--- config.mk ---
export PLATFORM = sky130hd
export DESIGN_NAME = loadable_down_timer
export DESIGN_NICKNAME = d
export VERILOG_FILES = /design/src/rtl/ldt_pkg.sv /design/src/rtl/ldt_prescaler.sv /design/src/rtl/loadable_down_timer.sv
export SDC_FILE = /design/constraint.sdc
export NUM_CORES = 1
export LEC_CHECK = 0
export CORE_MARGIN = 1
export CORE_UTILIZATION = 40
export CTS_CLUSTER_DIAMETER = 100
export CTS_CLUSTER_SIZE = 28
export DETAILED_ROUTE_END_ITERATION = 12
export GPL_TIMING_DRIVEN = 1
export PLACE_DENSITY = 0.66
export SETUP_SLACK_MARGIN = 0.1
export SYNTH_ARGS = -nofsm -noshare
export SYNTH_HDL_FRONTEND = slang
export SYNTH_SLANG_ARGS = --single-unit
--- constraint.sdc ---
create_clock -name clk -period 4.7 [get_ports clk]
set_input_delay 1.41 -clock clk [delete_from_list [all_inputs] [get_ports clk]]
set_output_delay 1.41 -clock clk [all_outputs]
set_load 0.05 [all_outputs]
--- src/rtl/ldt_pkg.sv ---
// Shared types and constants for the loadable down-timer slice.
package ldt_pkg;

    typedef enum logic [1:0] {
        IDLE = 2'd0,
        RUN  = 2'd1,
        DONE = 2'd2
    } state_t;

    localparam int unsigned LDT_DEFAULT_WIDTH    = 4;
    localparam int unsigned LDT_DEFAULT_PRESCALE = 4;

endpackage

--- src/rtl/ldt_prescaler.sv ---
// Tick generator for the down-timer: one-cycle tick every PRESCALE enabled cycles.
module ldt_prescaler
    import ldt_pkg::*;
#(
    parameter int unsigned PRESCALE = LDT_DEFAULT_PRESCALE
) (
    input  logic clk,
    input  logic reset_n,
    input  logic clear_i,
    input  logic enable_i,
    output logic tick_o
);

    localparam int unsigned CW = (PRESCALE > 2) ? $clog2(PRESCALE) : 1;
    localparam logic [CW-1:0] LAST = CW'(PRESCALE - 1);

    logic [CW-1:0] cnt_q;
    logic [CW-1:0] cnt_d;

    assign tick_o = enable_i && (cnt_q == LAST);

    always_comb begin
        cnt_d = cnt_q;
        if (clear_i) begin
            cnt_d = '0;
        end else if (enable_i) begin
            cnt_d = (cnt_q == LAST) ? '0 : cnt_q + 1'b1;
        end
    end

    always_ff @(posedge clk or negedge reset_n) begin
        if (!reset_n) begin
            cnt_q <= '0;
        end else begin
            cnt_q <= cnt_d;
        end
    end

endmodule

--- src/rtl/loadable_down_timer.sv ---
// Loadable down-counting timer with expiry pulse and optional auto-reload.
// Define LOADABLE_DOWN_TIMER_PRESCALE_EN to divide the count rate by PRESCALE.
module loadable_down_timer
    import ldt_pkg::*;
#(
    parameter int unsigned WIDTH = LDT_DEFAULT_WIDTH
`ifdef LOADABLE_DOWN_TIMER_PRESCALE_EN
    ,
    parameter int unsigned PRESCALE = LDT_DEFAULT_PRESCALE
`endif
) (
    input  logic             clk,
    input  logic             reset_n,
    input  logic             load_i,
    input  logic [WIDTH-1:0] load_val_i,
    input  logic             start_i,
    input  logic             stop_i,
    input  logic             auto_reload_i,
    output logic [WIDTH-1:0] count_o,
    output logic             busy_o,
    output logic             done_o,
    output logic             expire_o
);

    state_t           state_q, state_d;
    logic [WIDTH-1:0] count_q, count_d;
    logic [WIDTH-1:0] reload_q, reload_d;
    logic             expire_q, expire_d;
    logic             tick;

`ifdef LOADABLE_DOWN_TIMER_PRESCALE_EN
    logic prescale_clear;

    // Restart the divider on every RUN entry so the first decrement lands PRESCALE cycles later.
    assign prescale_clear = load_i || stop_i || ((state_d == RUN) && (state_q != RUN));

    ldt_prescaler #(
        .PRESCALE (PRESCALE)
    ) u_prescaler (
        .clk      (clk),
        .reset_n  (reset_n),
        .clear_i  (prescale_clear),
        .enable_i (state_q == RUN),
        .tick_o   (tick)
    );
`else
    assign tick = 1'b1;
`endif

    always_comb begin
        state_d  = state_q;
        count_d  = count_q;
        reload_d = reload_q;
        expire_d = 1'b0;

        if (load_i) begin
            count_d  = load_val_i;
            reload_d = load_val_i;
            state_d  = IDLE;
        end else if (stop_i) begin
            if (state_q == RUN) begin
                state_d = IDLE;
            end
        end else begin
            case (state_q)
                IDLE: begin
                    if (start_i && (count_q != '0)) begin
                        state_d = RUN;
                    end
                end
                DONE: begin
                    if (start_i) begin
                        count_d = reload_q;
                        state_d = (reload_q != '0) ? RUN : IDLE;
                    end
                end
                RUN: begin
                    if (tick) begin
                        if (count_q > WIDTH'(1)) begin
                            count_d = count_q - 1'b1;
                        end else begin
                            // Terminal tick: with auto-reload the count skips straight to the reload value.
                            expire_d = 1'b1;
                            if (auto_reload_i && (reload_q != '0)) begin
                                count_d = reload_q;
                            end else begin
                                count_d = '0;
                                state_d = DONE;
                            end
                        end
                    end
                end
                default: begin
                    state_d = IDLE;
                end
            endcase
        end
    end

    always_ff @(posedge clk or negedge reset_n) begin
        if (!reset_n) begin
            state_q  <= IDLE;
            count_q  <= '0;
            reload_q <= '0;
            expire_q <= 1'b0;
        end else begin
            state_q  <= state_d;
            count_q  <= count_d;
            reload_q <= reload_d;
            expire_q <= expire_d;
        end
    end

    assign count_o  = count_q;
    assign busy_o   = (state_q == RUN);
    assign done_o   = (state_q == DONE);
    assign expire_o = expire_q;

endmodule
==> results.txt, run 1 <==
Results of the implementation run.

The number of global-route vias before repair is 527. The synthesized instance count came out at 74. After synthesis, the cell types taking the most area are sky130_fd_sc_hd__dfrtp_1 (39%), sky130_fd_sc_hd__ha_1 (5.3%), sky130_fd_sc_hd__inv_1 (5.3%). For reference, the top cells by count after synthesis are sky130_fd_sc_hd__dfrtp_1 (11), sky130_fd_sc_hd__inv_1 (10), sky130_fd_sc_hd__nand2_1 (7), sky130_fd_sc_hd__o21ai_0 (5). The combinational power share is 28.9%. For the worst reg-to-reg path, the endpoint reported by OpenROAD is state_q[0].

The flow ran to the end, and the final reports show no timing, DRC or antenna violations. The number of cells on the worst reg-to-reg path is 4. The number of buffers inserted during clock tree synthesis came out at 3. The worst hold slack across all endpoints came out at 556 ps. The cell with the most instances after synthesis is sky130_fd_sc_hd__dfrtp_1.

The setup TNS came out at 0 ps. The post-CTS setup repair buffer count is 0. The global router's overall resource usage came out at 18.2%. Per the detailed-route log, wirelength across all metal layers totals 1.53 mm. The type recorded for the worst min-delay path is reg -> reg. The detailed router reports a met3 wire length of 64 um. Counting the warning lines in the Yosys log gives 0. The global routing stage identified its most utilized layer as met2. The number of well taps came out at 16. The number of antenna repair diodes came out at 0.

Of the total standard cell area in the layout, the multi-input combinational portion is 43.1%. The largest stage delay on the critical path is 810 ps. The worst setup path is captured at an output port. In the post-route analysis, the smallest setup slack over all paths is 1390 ps. The routed length on met2 came out at 646 um. Per the CTS log, the maximum H-tree level is 1. The count of multi-input gates came out at 52. The effective utilization at floorplan came out at 45.0%.

In this run, distinct cell masters in the synthesized netlist total 30. The pin count of the biggest net entering global routing is 16. The internal power of the cells totals 0.000166 W.
Figure 1. Metal 3 (run 1).
Scale bar: 10 um.
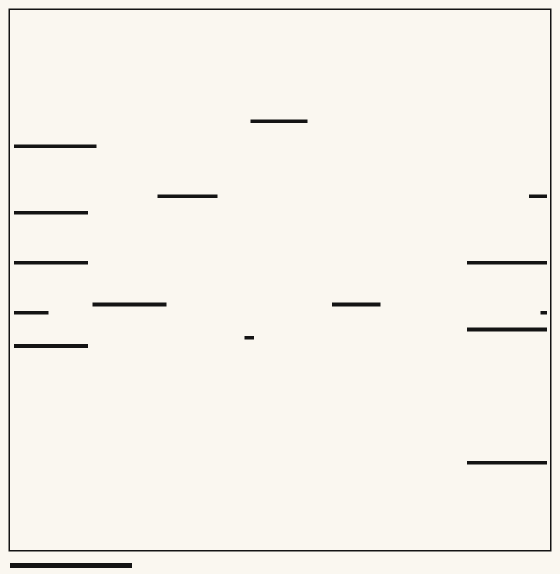
main direction: horizontal
share of all routed wire: 4.2%

Figure 2. Nets reached from selected ports (run 1).
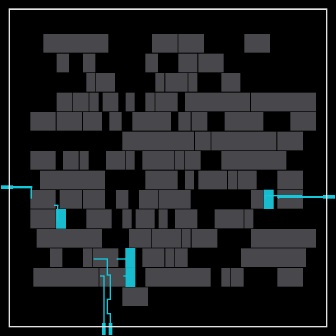
[load_val_i] cyan | bits: 4 | direction: input | edge: 2 bottom, 1 right, 1 left | end cells: 4 | wire: 39.5 um

Figure 3. Local utilization (run 1).
The die is cut into 9 by 9 equal tiles; black is low, pale yellow is high, 0 to 100% covered.
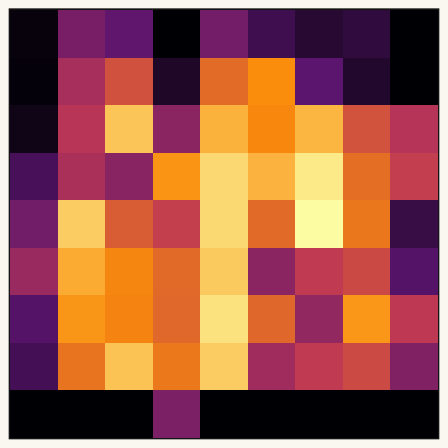
tiles over 75% full: 22%
nearly empty tiles: 16%
densest ninth of the die: center

--- run 2 (diff from run 1) ---
- PLACE_DENSITY: 0.66 -> 0.68
- clock period: 4.7 -> 2.99 ns (I/O delays scaled with it)
Figure 4. Placement view (run 2).
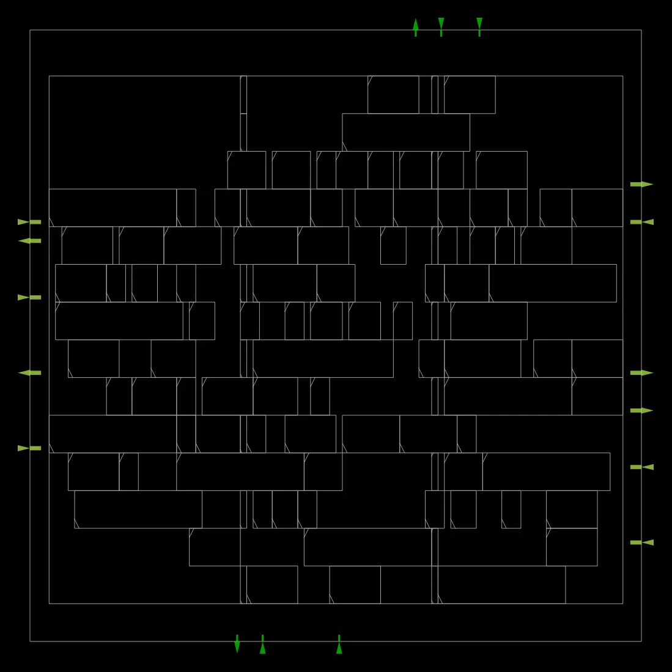
Util after Layout: 57.9%
Flop Count: 11

==> results.txt, run 2 <==
Results of the implementation run.

The number of well taps is 16. The mean instance size in the synthesized netlist is 9.59 um^2. Multiplexer cells account for 6.53% of the synthesized area. Looking at area per cell type in the netlist, the leader is sky130_fd_sc_hd__dfrtp_1. The type of destination of the critical path is an output port. In this design, the stage delay of the slowest critical-path cell is 800 ps. The wire length reported by the detailed router came out at 1.44 mm. The DRC violation total after the first TritonRoute iteration is 11.

Global routing used 16.7% of the available tracks. The synthesized instance count is 74. After routing, the total negative slack on setup checks comes to 0 ps. The share of the final layout cell area in multi-input gates came out at 43.0%. Looking at the post-CTS report, the setup buffer insertion count equals 0. The number of levels the H-tree was split into is 1.

The worst register-to-register path ends at state_q[0]. The number of synthesis warnings is 0. The flow reports that combinational logic draws 28.7% of the design power.

In the detailed route, the total length drawn on met3 is 50 um. The number of buffers inserted during clock tree synthesis is 3. The cell with the most instances after synthesis is sky130_fd_sc_hd__dfrtp_1. For the pin with the worst max-slew slack, the measured transition is 504 ps. The net total in the final layout is 107.

Sorting the synthesized cells by how often they occur yields sky130_fd_sc_hd__dfrtp_1 (11), sky130_fd_sc_hd__inv_1 (10), sky130_fd_sc_hd__nand2_1 (7), sky130_fd_sc_hd__o21ai_0 (5). Sorting the synthesized cells by area gives the leading types as sky130_fd_sc_hd__dfrtp_1 (39%), sky130_fd_sc_hd__ha_1 (5.3%), sky130_fd_sc_hd__inv_1 (5.3%). Entering global routing, the biggest net connects 16 pins. The power report lists cell-internal power as 0.000258 W. The cell depth of the worst flop-to-flop path came out at 4.

The worst hold slack across all endpoints came out at 561 ps. Detailed routing placed a total of 632 um of wire on met2. The cell at the root of the clock tree is sky130_fd_sc_hd__clkbuf_4. The number of global-route vias before repair was 560.

The floorplan step records an initial core utilization of 45.0%. The global routing stage identified its most utilized layer as met2. Setup repair after global routing left no endpoint under its margin. The run finished with clean final reports. The final worst setup slack is 201 ps. 0 antenna diodes ended up in the layout.

The worst hold path belongs to the class reg -> reg. The net switching share of the total power came out at 34.2%. For this run, combinational gates with multiple inputs come to 52. The arrival time at the worst endpoint is 1890 ps. The distinct cell type count after synthesis came out at 30.
--- run 3 (diff from run 2) ---
- SETUP_SLACK_MARGIN: 0.1 -> 0.05
Figure 5. Nets reached from selected ports (run 3).
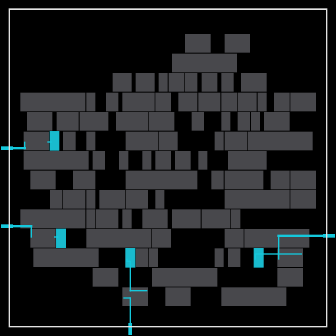
[load_val_i] cyan | bits: 4 | direction: input | edge: 2 left, 1 right, 1 bottom | end cells: 4 | wire: 35.7 um
I/O pins: 17
count of buffers inserted at the top-level ports: 16

==> results.txt, run 3 <==
Results of the implementation run.

After the last flow step, the layout net total stands at 107. The synthesized design spends more area on one cell type than any other, namely sky130_fd_sc_hd__dfrtp_1. The run finished with clean final reports. The number of well taps came out at 16.

The worst-margin pin slew came out at 504 ps. The DRC violation total after the first TritonRoute iteration came out at 11. The power report lists cell-internal power as 0.000258 W.

Setup repair after global routing left no endpoint under its margin. The effective utilization at floorplan is 45.0%. The cell depth of the worst flop-to-flop path is 4. The pin count of the biggest net entering global routing is 16. The worst hold-check path type is reg -> reg. The main area contributors are sky130_fd_sc_hd__dfrtp_1 (39%), sky130_fd_sc_hd__ha_1 (5.3%), sky130_fd_sc_hd__inv_1 (5.3%). The mean instance size in the synthesized netlist came out at 9.59 um^2. The warning tally printed by Yosys for this design is 0.

The routed length on met2 is 632 um. The final worst setup slack is 201 ps. The combinational power share is 28.7%. The number of buffers inserted during clock tree synthesis came out at 3. The number of antenna repair diodes came out at 0. The largest stage delay on the critical path came out at 800 ps.

The utilization after layout came out at 57.9%.

==> notes/layouts.md <==
Pictures saved along the way, in no particular order.

Gate-type map.
Scale bar: 10 um.
picture 1
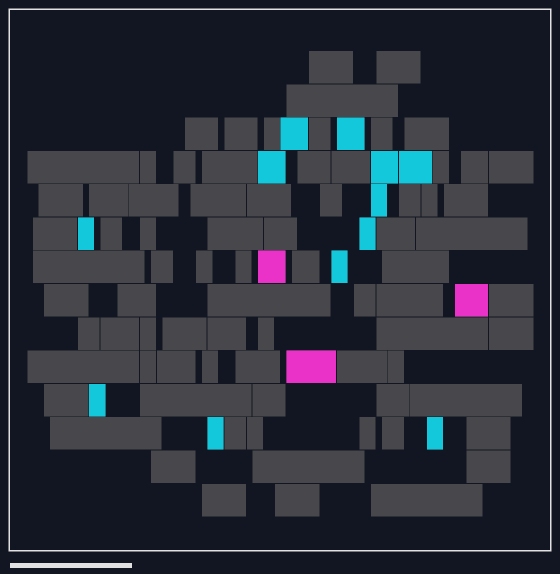
picture 2
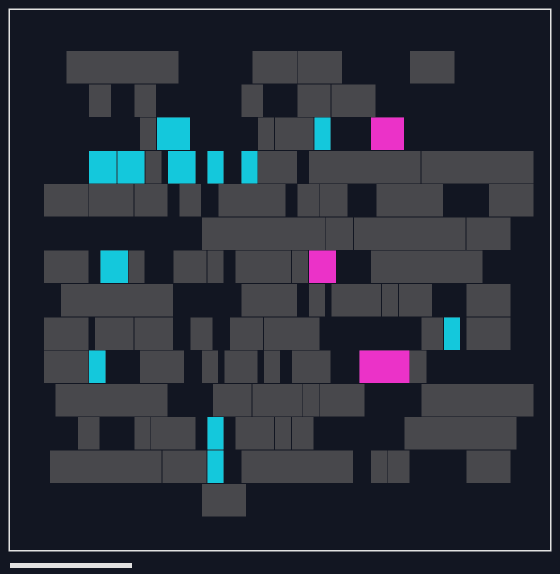
Run 3 is picture 1.
Run 1 is picture 2.

Key to picture 2:
[AND and OR gates] magenta | cells: 3
[NAND gates] cyan | cells: 12 | most used: nand2_1

Power is estimated from default activity; no workload was simulated.
